==> config.mk <==
export PLATFORM = sky130hd
export DESIGN_NAME = pipe_flush_ctrl_flat
export DESIGN_NICKNAME = d
export VERILOG_FILES = /design/src/rtl/pipe_flush_pkg.sv /design/src/rtl/pipe_flush_ctrl_if.sv /design/src/rtl/pipe_flush_drain_fsm.sv /design/src/rtl/pipe_flush_ctrl.sv /design/src/flat_wrapper.sv
export SDC_FILE = /design/constraint.sdc
export NUM_CORES = 1
export LEC_CHECK = 0
export CORE_UTILIZATION = 24
export CTS_CLUSTER_DIAMETER = 60
export DETAILED_ROUTE_END_ITERATION = 7
export GPL_ROUTABILITY_DRIVEN = 1
export PLACE_DENSITY_LB_ADDON = 0.1
export REMOVE_ABC_BUFFERS = 1
export SYNTH_ARGS = -nofsm -noshare
export SYNTH_HDL_FRONTEND = slang
export SYNTH_SLANG_ARGS = --single-unit
==> constraint.sdc <==
create_clock -name clk -period 1.2 [get_ports clk]
set_clock_uncertainty 0.1 [all_clocks]
set_input_delay 0.12 -clock clk [delete_from_list [all_inputs] [get_ports clk]]
set_output_delay 0.12 -clock clk [all_outputs]
set_load 0.005 [all_outputs]
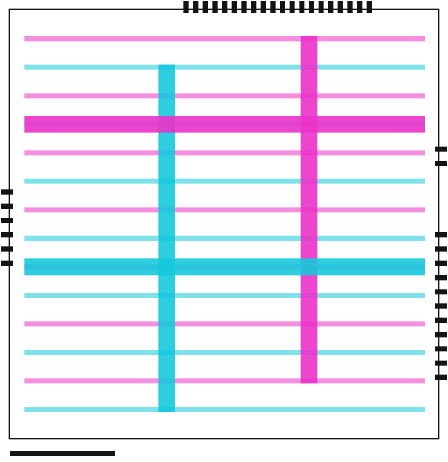
run_1/power_grid.png
Scale bar: 10 um. Pins as bars on the die edge.
[VDD] magenta
[VSS] cyan
met1 rails: 14
signal pins: 39
met4 straps: 2
rows: 13
peak supply drop: 0.5176 mV
Core Region: 1350 um^2
Die W: 40.82 um
die height: 40.82 um

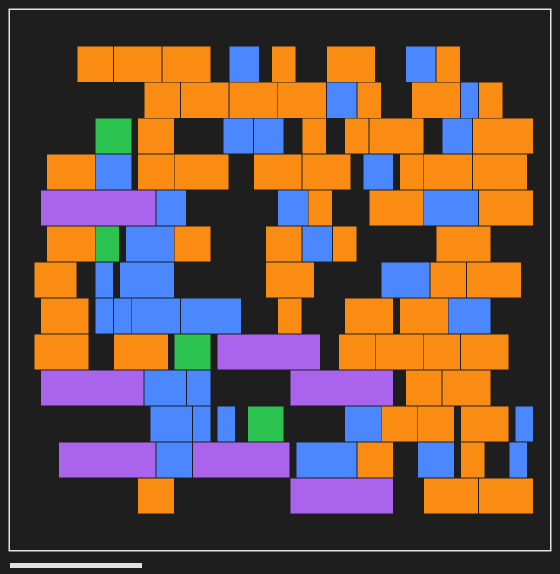
run_1/placement_by_type.png
Scale bar: 10 um.
[clock drivers and dummy loads] green | cells: 4
[flops] purple | cells: 7
[combinational and other logic] blue | cells: 33
[other buffers and delay cells] orange | cells: 58
fin util: 69.05%
Seq area share: 15.97%
Rows: 13
fin area: 932.1 um^2

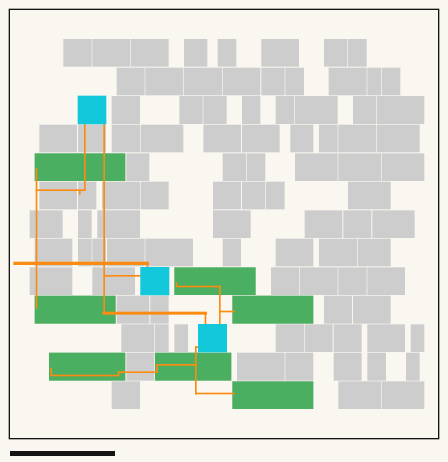
run_1/clk_routes.png
Scale bar: 10 um.
[clock wires] orange | length: 115 um
[flip-flops] green | count: 7
[clock drivers] cyan | count: 3
routed clock nets: 4
clock share of power: 33.5%
clock-net power: 0.000221 W
Worst-Skew Late Latency: 0.26 ns

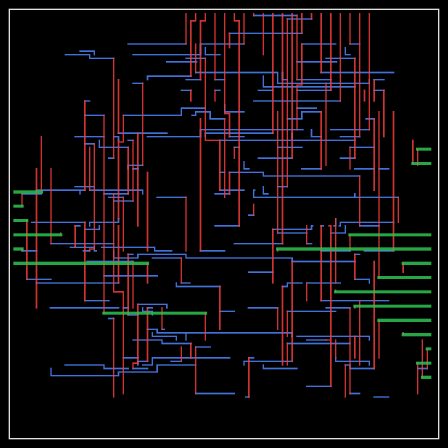
run_1/wires.png
[metal 3] green | wire length: 89.5 um
[metal 1] blue | wire length: 533 um
[metal 2] red | wire length: 667 um
post-DR wirelength/cell: 11.01 um
routed via count: 501

==> results.json, run 1 <==
{
  "status": "finished with violations",
  "violations": "setup timing",
  "reg2reg_depth": 7,
  "worst_ep_arrival_time_ns": 1.59,
  "netlist_logic_family_top": "simple AND/OR/NAND/NOR gates",
  "p_sw_w": 0.0001662,
  "critical-path-slowest-cell": "a222oi_1",
  "seqPwrFrac_pct": 37.0,
  "antenna_found_initial": 0,
  "cp-end-kind": "output port",
  "combPwrFrac_pct": 29.5,
  "ant_nets": 0,
  "min_path_type": "primary input to register",
  "worst_setup_path_start_kind": "register",
  "viasPerCell": 4.282,
  "grt_pass1_wl_mm": 1.876,
  "mux_share_pct": 2.768,
  "yosys.area_share.aoi_pct": 12.80,
  "rsz0062_at_grt": "yes",
  "largest_reg_flops": 5,
  "setup_slack_ns": -0.6061,
  "yosysMostFrequentCell": "and3_1",
  "setup_viol_count_final": 18,
  "ys_async_sr_fraction_pct": 0,
  "finalClockPeriodUsage_pct": 150.5
}
==> run 1: routing by layer <==
metal  vias up  track usage [%]
met4         0            7.500
met3         0            3.804
li1        265                -
met5         -                0
met1       215            21.24
met2        21            28.13
==> run 1: final cells by class <==
type,count,area share (%)
Timing Repair Buffer,58,54.23
Multi-Input combinational cell,29,23.22
Sequential cell,7,15.97
Clock buffer,3,2.416
Tap cell,15,2.013
Inverter,4,1.611
Clock inverter,1,0.5369
==> run 1: timing repair <==
action                                  CTS  global route
cloned                                    1             0
pin swaps                                 6             1
hold buffers                              0             0
endpoints found under the setup margin   23            22
resized                                  86             7
buffers inserted                          9             1
## Run 2: what changed since run 1
ABC_AREA = 1   (was default)
CORE_UTILIZATION = 26   (was 24)
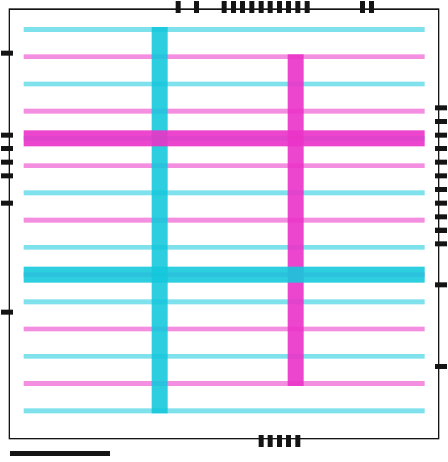
run_2/power_grid.png
Scale bar: 10 um. Pins as bars on the die edge.
[VSS] cyan
[VDD] magenta
rows: 14
met4 straps: 2
met5 straps: 2
met1 rails: 15
signal pins: 39
Core Region: 1524 um^2
Die W: 42.75 um
peak supply drop: 0.5796 mV

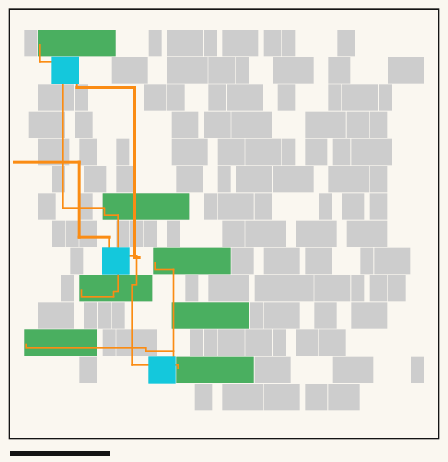
run_2/clk_routes.png
Scale bar: 10 um.
[flip-flops] green | count: 7
[clock wires] orange | length: 125 um
[clock drivers] cyan | count: 3
routed clock nets: 4
clock share of power: 31.5%
clock-net power: 0.000222 W

==> run 2 against run 1 <==
The run still ends with setup timing left. Synthesized cell count rose by 56%. Cell count up 17%. Worst hold slack better by 0.12 ns. Core utilization is 7.0 points lower. Global-route usage decreased by 0.41 points. Fmax increased by 18%. Sequential share of layout area fell by 0.23 points. Via count grew 15%. Clock power about the same. Largest cell class unchanged.
==> results.json, run 2 <==
{
  "vias": 575,
  "setup_slack_ns": -0.3339,
  "buffers": 51,
  "status": "finished with violations",
  "grt_use_met1_pct": 18.51,
  "ctsHoldBuffers": 0,
  "netlist_logic_family_top": "simple AND/OR/NAND/NOR gates",
  "flops": 7,
  "final-nonclk-buf-share_pct": 44.71,
  "use_met2_pct": 28.18,
  "p_sw_w": 0.0001983,
  "num-clock-buffers": 4,
  "nMultiInputCombCells": 41,
  "largest_reg_flops": 5,
  "worst_ep_arrival_time_ns": 1.31,
  "reg2reg_depth": 9,
  "rows": 14,
  "clk_latency_ns": 0.26,
  "combPwrFrac_pct": 33.4,
  "cts_resized": 79,
  "final_core_util_pct": 62.07,
  "worst_setup_path_start_kind": "register",
  "routedWlPerCell_um": 10.81,
  "seqPwrFrac_pct": 35.1,
  "inverters_excl_clock": 18,
  "cp-end-kind": "output port",
  "critical-path-slowest-cell": "dfxtp_2",
  "setup_viol_count_final": 16,
  "viasPerCell": 4.197,
  "finalInstanceArea_um2": 945.9,
  "ys_async_sr_fraction_pct": 0,
  "cts_setup_buffers": 9,
  "violations": "setup timing"
}
==> run 2: netlist changes by cell type after synthesis, sizes merged, moves of 3 or more <==
| cell | previous run | this run |
|---|---|---|
| inv | 4 | 18 |
| nor2 | 1 | 15 |
| and3 | 10 | 0 |
| nor3b | 3 | 0 |
| a21oi | 1 | 4 |
| nand2 | 3 | 16 |
==> run 2: power groups by stage <==
stage | Clock, W | Sequential, W | Combinational, W
floorplan | 0 | 0.000254 | 0.0000621
global placement | 0 | 0.000252 | 0.000193
detailed placement | 0 | 0.000252 | 0.000195
CTS | 0.000232 | 0.000248 | 0.000224
global route | 0.000245 | 0.000248 | 0.000258
finish | 0.000222 | 0.000248 | 0.000236
No activity file was given, so power comes from the tool's default toggle rates.
